[config.mk]
export PLATFORM = sky130hd
export DESIGN_NAME = countdown_timer
export DESIGN_NICKNAME = d
export VERILOG_FILES = /design/src/rtl/timer_pkg.sv /design/src/rtl/sec_tick_gen.sv /design/src/rtl/countdown_timer.sv
export SDC_FILE = /design/constraint.sdc
export NUM_CORES = 1
export LEC_CHECK = 0
export ABC_AREA = 0
export CORE_ASPECT_RATIO = 0.5
export CORE_UTILIZATION = 50
export DETAILED_ROUTE_END_ITERATION = 6
export PLACE_DENSITY = 0.85
export SYNTH_ARGS = -nofsm -noshare
export SYNTH_HDL_FRONTEND = slang
export SYNTH_SLANG_ARGS = --single-unit
[constraint.sdc]
create_clock -name clk -period 5.4 [get_ports clk]
set_input_delay 1.08 -clock clk [delete_from_list [all_inputs] [get_ports clk]]
set_output_delay 1.08 -clock clk [all_outputs]
set_load 0.005 [all_outputs]
[src/rtl/timer_pkg.sv]
// Shared types and limits for the hh:mm:ss timers (countdown and time-of-day).
package timer_pkg;

   typedef enum logic [1:0] {
      ST_IDLE    = 2'd0,
      ST_RUN     = 2'd1,
      ST_PAUSED  = 2'd2,
      ST_EXPIRED = 2'd3
   } timer_state_e;

   localparam logic [5:0] MAX_SEC  = 6'd59;
   localparam logic [5:0] MAX_MIN  = 6'd59;
   localparam logic [5:0] MAX_HOUR = 6'd23;

   // True when every field of an hh:mm:ss preset is inside its 24-hour range.
   function automatic logic hms_legal(input logic [5:0] h,
                                      input logic [5:0] m,
                                      input logic [5:0] s);
      return (h <= MAX_HOUR) && (m <= MAX_MIN) && (s <= MAX_SEC);
   endfunction

endpackage

[src/rtl/sec_tick_gen.sv]
// Prescaler: counts enabled clk cycles 0..TICKS_PER_SEC-1 and fires a
// one-cycle tick on the terminal count. clear has priority over enable.
module sec_tick_gen #(
   parameter int unsigned TICKS_PER_SEC = 1
) (
   input  logic clk,
   input  logic reset,
   input  logic enable,
   input  logic clear,
   output logic tick
);

   // With TICKS_PER_SEC=1 a one-bit counter that never leaves 0 makes every
   // enabled cycle a tick.
   localparam int unsigned   CW   = (TICKS_PER_SEC > 1) ? $clog2(TICKS_PER_SEC) : 1;
   localparam logic [CW-1:0] TERM = CW'(TICKS_PER_SEC - 1);

   logic [CW-1:0] cnt_q;
   logic [CW-1:0] cnt_d;

   assign tick = enable && (cnt_q == TERM);

   // Next count: clear to 0, wrap on the tick, otherwise advance while enabled.
   always_comb begin
      cnt_d = cnt_q;
      if (clear) begin
         cnt_d = '0;
      end else if (enable) begin
         cnt_d = tick ? '0 : cnt_q + CW'(1);
      end
   end

   // Counter register, cleared asynchronously by the active-low reset.
   always_ff @(posedge clk or negedge reset) begin
      if (!reset) begin
         cnt_q <= '0;
      end else begin
         cnt_q <= cnt_d;
      end
   end

endmodule

[src/rtl/countdown_timer.sv]
// Down-counting hh:mm:ss timer with load/start/pause strobes and expiry flag.
// Strobe priority each cycle is load > pause > start; any load strobe (even a
// rejected one) suppresses pause, start and the decrement in that cycle.
module countdown_timer
   import timer_pkg::*;
#(
   parameter int unsigned TICKS_PER_SEC = 1
) (
   input  logic         clk,
   input  logic         reset,
   input  logic         load,
   input  logic [5:0]   load_hours,
   input  logic [5:0]   load_min,
   input  logic [5:0]   load_sec,
   input  logic         start,
   input  logic         pause,
   output logic [5:0]   hours,
   output logic [5:0]   min,
   output logic [5:0]   sec,
   output logic         running,
   output logic         done,
   output logic         expired,
   output logic         load_err,
   output timer_state_e state_dbg
);

   timer_state_e state_q;
   timer_state_e state_d;
   logic [5:0]   hours_q;
   logic [5:0]   hours_d;
   logic [5:0]   min_q;
   logic [5:0]   min_d;
   logic [5:0]   sec_q;
   logic [5:0]   sec_d;
   logic         done_q;
   logic         done_d;
   logic         load_err_q;
   logic         load_err_d;

   logic load_ok;
   logic start_ok;
   logic value_zero;
   logic value_one;
   logic tick_en;
   logic tick_clr;
   logic tick;

   assign load_ok    = load && hms_legal(load_hours, load_min, load_sec);
   assign value_zero = (hours_q == 6'd0) && (min_q == 6'd0) && (sec_q == 6'd0);
   assign value_one  = (hours_q == 6'd0) && (min_q == 6'd0) && (sec_q == 6'd1);
   assign start_ok   = !load && !pause && start && !value_zero &&
                       ((state_q == ST_IDLE) || (state_q == ST_PAUSED));
   // Prescaler holds (not clears) across a pause; load and start restart it.
   assign tick_en    = !load && !pause && (state_q == ST_RUN);
   assign tick_clr   = load_ok || start_ok;

   sec_tick_gen #(
      .TICKS_PER_SEC (TICKS_PER_SEC)
   ) u_sec_tick_gen (
      .clk    (clk),
      .reset  (reset),
      .enable (tick_en),
      .clear  (tick_clr),
      .tick   (tick)
   );

   // Next state/value: load, then pause, then start, then tick-driven decrement.
   always_comb begin
      state_d    = state_q;
      hours_d    = hours_q;
      min_d      = min_q;
      sec_d      = sec_q;
      done_d     = 1'b0;
      load_err_d = 1'b0;
      if (load) begin
         if (load_ok) begin
            hours_d = load_hours;
            min_d   = load_min;
            sec_d   = load_sec;
            state_d = ST_IDLE;
         end else begin
            load_err_d = 1'b1;
         end
      end else if (pause) begin
         if (state_q == ST_RUN) begin
            state_d = ST_PAUSED;
         end
      end else if (start_ok) begin
         state_d = ST_RUN;
      end else if ((state_q == ST_RUN) && tick) begin
         if (value_one) begin
            // Last second: land on 00:00:00 and expire on the same edge.
            sec_d   = 6'd0;
            state_d = ST_EXPIRED;
            done_d  = 1'b1;
         end else if (sec_q != 6'd0) begin
            sec_d = sec_q - 6'd1;
         end else begin
            sec_d = MAX_SEC;
            if (min_q != 6'd0) begin
               min_d = min_q - 6'd1;
            end else begin
               // Value is non-zero and not 00:00:01, so hours > 0 here.
               min_d   = MAX_MIN;
               hours_d = hours_q - 6'd1;
            end
         end
      end
   end

   // State, value and pulse registers with asynchronous active-low reset.
   always_ff @(posedge clk or negedge reset) begin
      if (!reset) begin
         state_q    <= ST_IDLE;
         hours_q    <= 6'd0;
         min_q      <= 6'd0;
         sec_q      <= 6'd0;
         done_q     <= 1'b0;
         load_err_q <= 1'b0;
      end else begin
         state_q    <= state_d;
         hours_q    <= hours_d;
         min_q      <= min_d;
         sec_q      <= sec_d;
         done_q     <= done_d;
         load_err_q <= load_err_d;
      end
   end

   assign hours     = hours_q;
   assign min       = min_q;
   assign sec       = sec_q;
   assign running   = (state_q == ST_RUN);
   assign expired   = (state_q == ST_EXPIRED);
   assign done      = done_q;
   assign load_err  = load_err_q;
   assign state_dbg = state_q;

endmodule

==> qor.csv, run 1 <==
metric,value,unit
vias,1593,
pwr-share-clk,0.174,
clkTransAtPathRegs,0.09,ns
end_kind,flip-flop,
status,"complete, no violations",
synth_area_per_cell,8.46,um2
routedLengthMet1,1720,um
nFlopsAndLatches,23,
nNonClkBuffers,47,
met3WireLength,327,um
grt.busiest_layer,met2,
rrSetupSlack,3.00,ns
antenna_found_initial,0,
vias_per_cell,6.13,
fin_area,0.00204,mm2
hp-class,reg2reg,
utilization,0.752,
wl_met2,1820,um
hpwl,2930,um
worstMarginPinSlew,1.06,ns
drt_first_pass_iters,5,
clock-sinks,23,
syn_inst,178,
cp.arrival,3.88,ns
holdPathEnd,u_sec_tick_gen.cnt_q,
p_leak,0.000823,uW
cp-start-kind,primary input,
final_hold_viol_count,0,
p_per_area,309,mW/mm2
switching_share,0.353,
area_growth,35.7,%
clock_area_frac,0.0227,
die_area,0.00325,mm2
critical_path.top_delay_family,simple AND/OR/NAND/NOR gates,
cp.required,5.60,ns
cp_slowest_stage_delay,0.84,ns
die_w,79.6,um
final_cell_mix,"clkdlybuf4s50_1 (46), nand2_1 (23), dfrtp_1 (23), inv_1 (14), o21ai_0 (12)",
run_1/registers.png
(6 px per um) Other sequential cells in the stronger grey, the rest of the logic in the fainter grey.
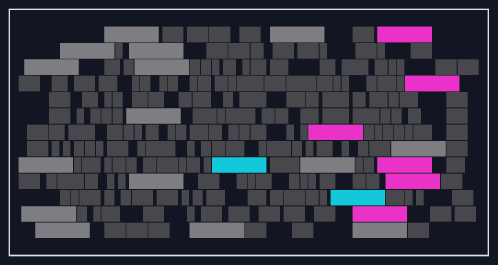
colour	netlist name	sequential cells
magenta	`sec`	6
cyan	`state_dbg`	2
not coloured	15

run_1/pdn.png
(6 px per um) Pins as bars on the die edge.
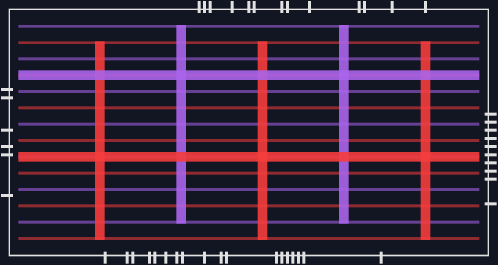
colour	net
purple	VDD
red	VSS
rows	13
met5 straps	2

run_1/clock_map.png
(4 px per um)
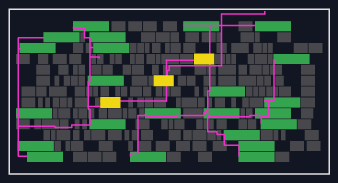
[green] flip-flops | count: 23
[yellow] cells driving clock nets | count: 3
[magenta] clock wires | length: 305 um
routed clock nets	4
flops lie	spread over the die

run_1/final_clocks.png
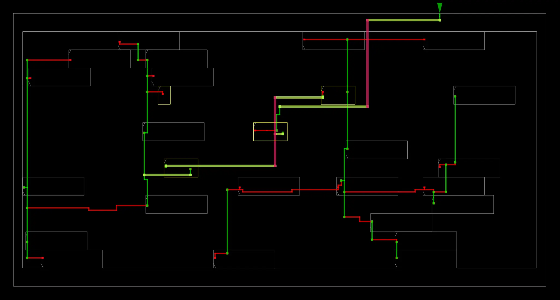
Clk Latency, worst-skew pair: 0.27 ns
Inserted Clock Buffers: 3

## Run 2: what changed since run 1
--- a/config.mk
+++ b/config.mk
@@ -7,9 +7,9 @@
 export LEC_CHECK = 0
 export ABC_AREA = 0
 export CORE_ASPECT_RATIO = 0.5
-export CORE_UTILIZATION = 50
+export CORE_UTILIZATION = 46
 export DETAILED_ROUTE_END_ITERATION = 6
-export PLACE_DENSITY = 0.85
+export PLACE_DENSITY = 0.79
 export SYNTH_ARGS = -nofsm -noshare
 export SYNTH_HDL_FRONTEND = slang
 export SYNTH_SLANG_ARGS = --single-unit
==> constraint.sdc (replaced) <==
create_clock -name clk -period 3.85 [get_ports clk]
set_input_delay 0.77 -clock clk [delete_from_list [all_inputs] [get_ports clk]]
set_output_delay 0.77 -clock clk [all_outputs]
set_load 0.005 [all_outputs]
run_2/final_clocks.png
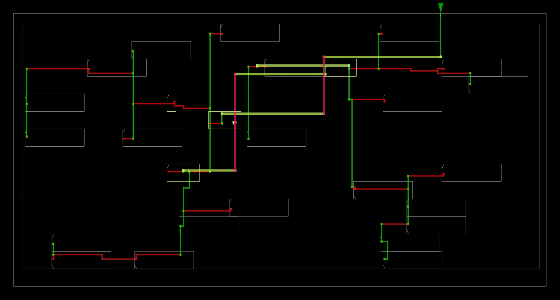
number of sequential cells: 23
clock skew: 0.00211 ns
Clock group: 156 uW
clock sinks: 23

==> qor.csv, run 2 <==
metric,value,unit
nNonClkBuffers,48,
cp-startpoint,pause,
worstMarginPinSlew,1.15,ns
yosysCellCount,178,
comb_power_share,0.401,
power.total,881,uW
comb_share,0.414,
synth_nets,208,
met3WireLength,280,um
ff_type,dfrtp_1,
syn_inst,178,
hpwl,2930,um
cts_max_path_buffers,2,
p_per_area,429,mW/mm2
num_rows,14,
die_w,82.9,um
vias_per_cell,5.90,
die_area,0.00352,mm2
pwr-share-clk,0.177,
holdPathEnd,u_sec_tick_gen.cnt_q,
setup_tns,0,ns
grt.busiest_layer,met2,
dpl_cell_area,0.00201,mm2
ir_worst_vdd,284,uV
power_combinational,354,uW
utilization,0.669,
r2r_cells,4,
setup_viol,0,
hp-class,reg2reg,
grt_pass1_vias,1394,
die_h,42.5,um
period_used_share,0.785,
wl_met2,1780,um
grt-ovfl-total,0,
rrSetupSlack,1.38,ns
final_hold_viol_count,0,
max_freq,331,MHz
cp_slowest_stage_delay,0.90,ns
routedLengthMet1,1830,um
synth_area_per_cell,8.46,um2
whs,0.548,ns
fin_area,0.00205,mm2
end_kind,flip-flop,
ys_top_logic_family,AND-OR/OR-AND gates,
clock_latency,0.27,ns
cp_cell_sequence,clkdlybuf4s50_1 > or4b_4 > o21ai_0 > o21ai_0 > a22o_1,
cts_buffers,3,
power_leader,registers,
top_layer_used,met4,
drt_first_pass_iters,4,
power_sequential,372,uW
antenna_found_initial,0,
gr-usage-all-layers,0.241,
inverters,15,
aoi_share,0.257,
critical_path.top_delay_family,AND-OR/OR-AND gates,
warnings,30,
nNetsFinal,255,
cp.arrival,3.19,ns
final_cell_mix,"clkdlybuf4s50_1 (46), nand2_1 (23), dfrtp_1 (23), inv_1 (14), o21ai_0 (12)",
ant_nets,0,
wire_per_inst,14.9,um
yosysChipArea,0.00151,mm2
area_growth,36.3,%
switching_share,0.349,
worstHoldStart,u_sec_tick_gen.cnt_q,
p_leak,0.000824,uW
vias,1557,
clock_area_frac,0.0220,
port_buffers,46,
clkTransAtPathRegs,0.08,ns
crit_fanout,12,
cp.required,4.01,ns
cp-start-kind,primary input,
grt_max_degree,24,
fillCellCount,260,
status,"complete, no violations",
No activity file was given, so power comes from the tool's default toggle rates.
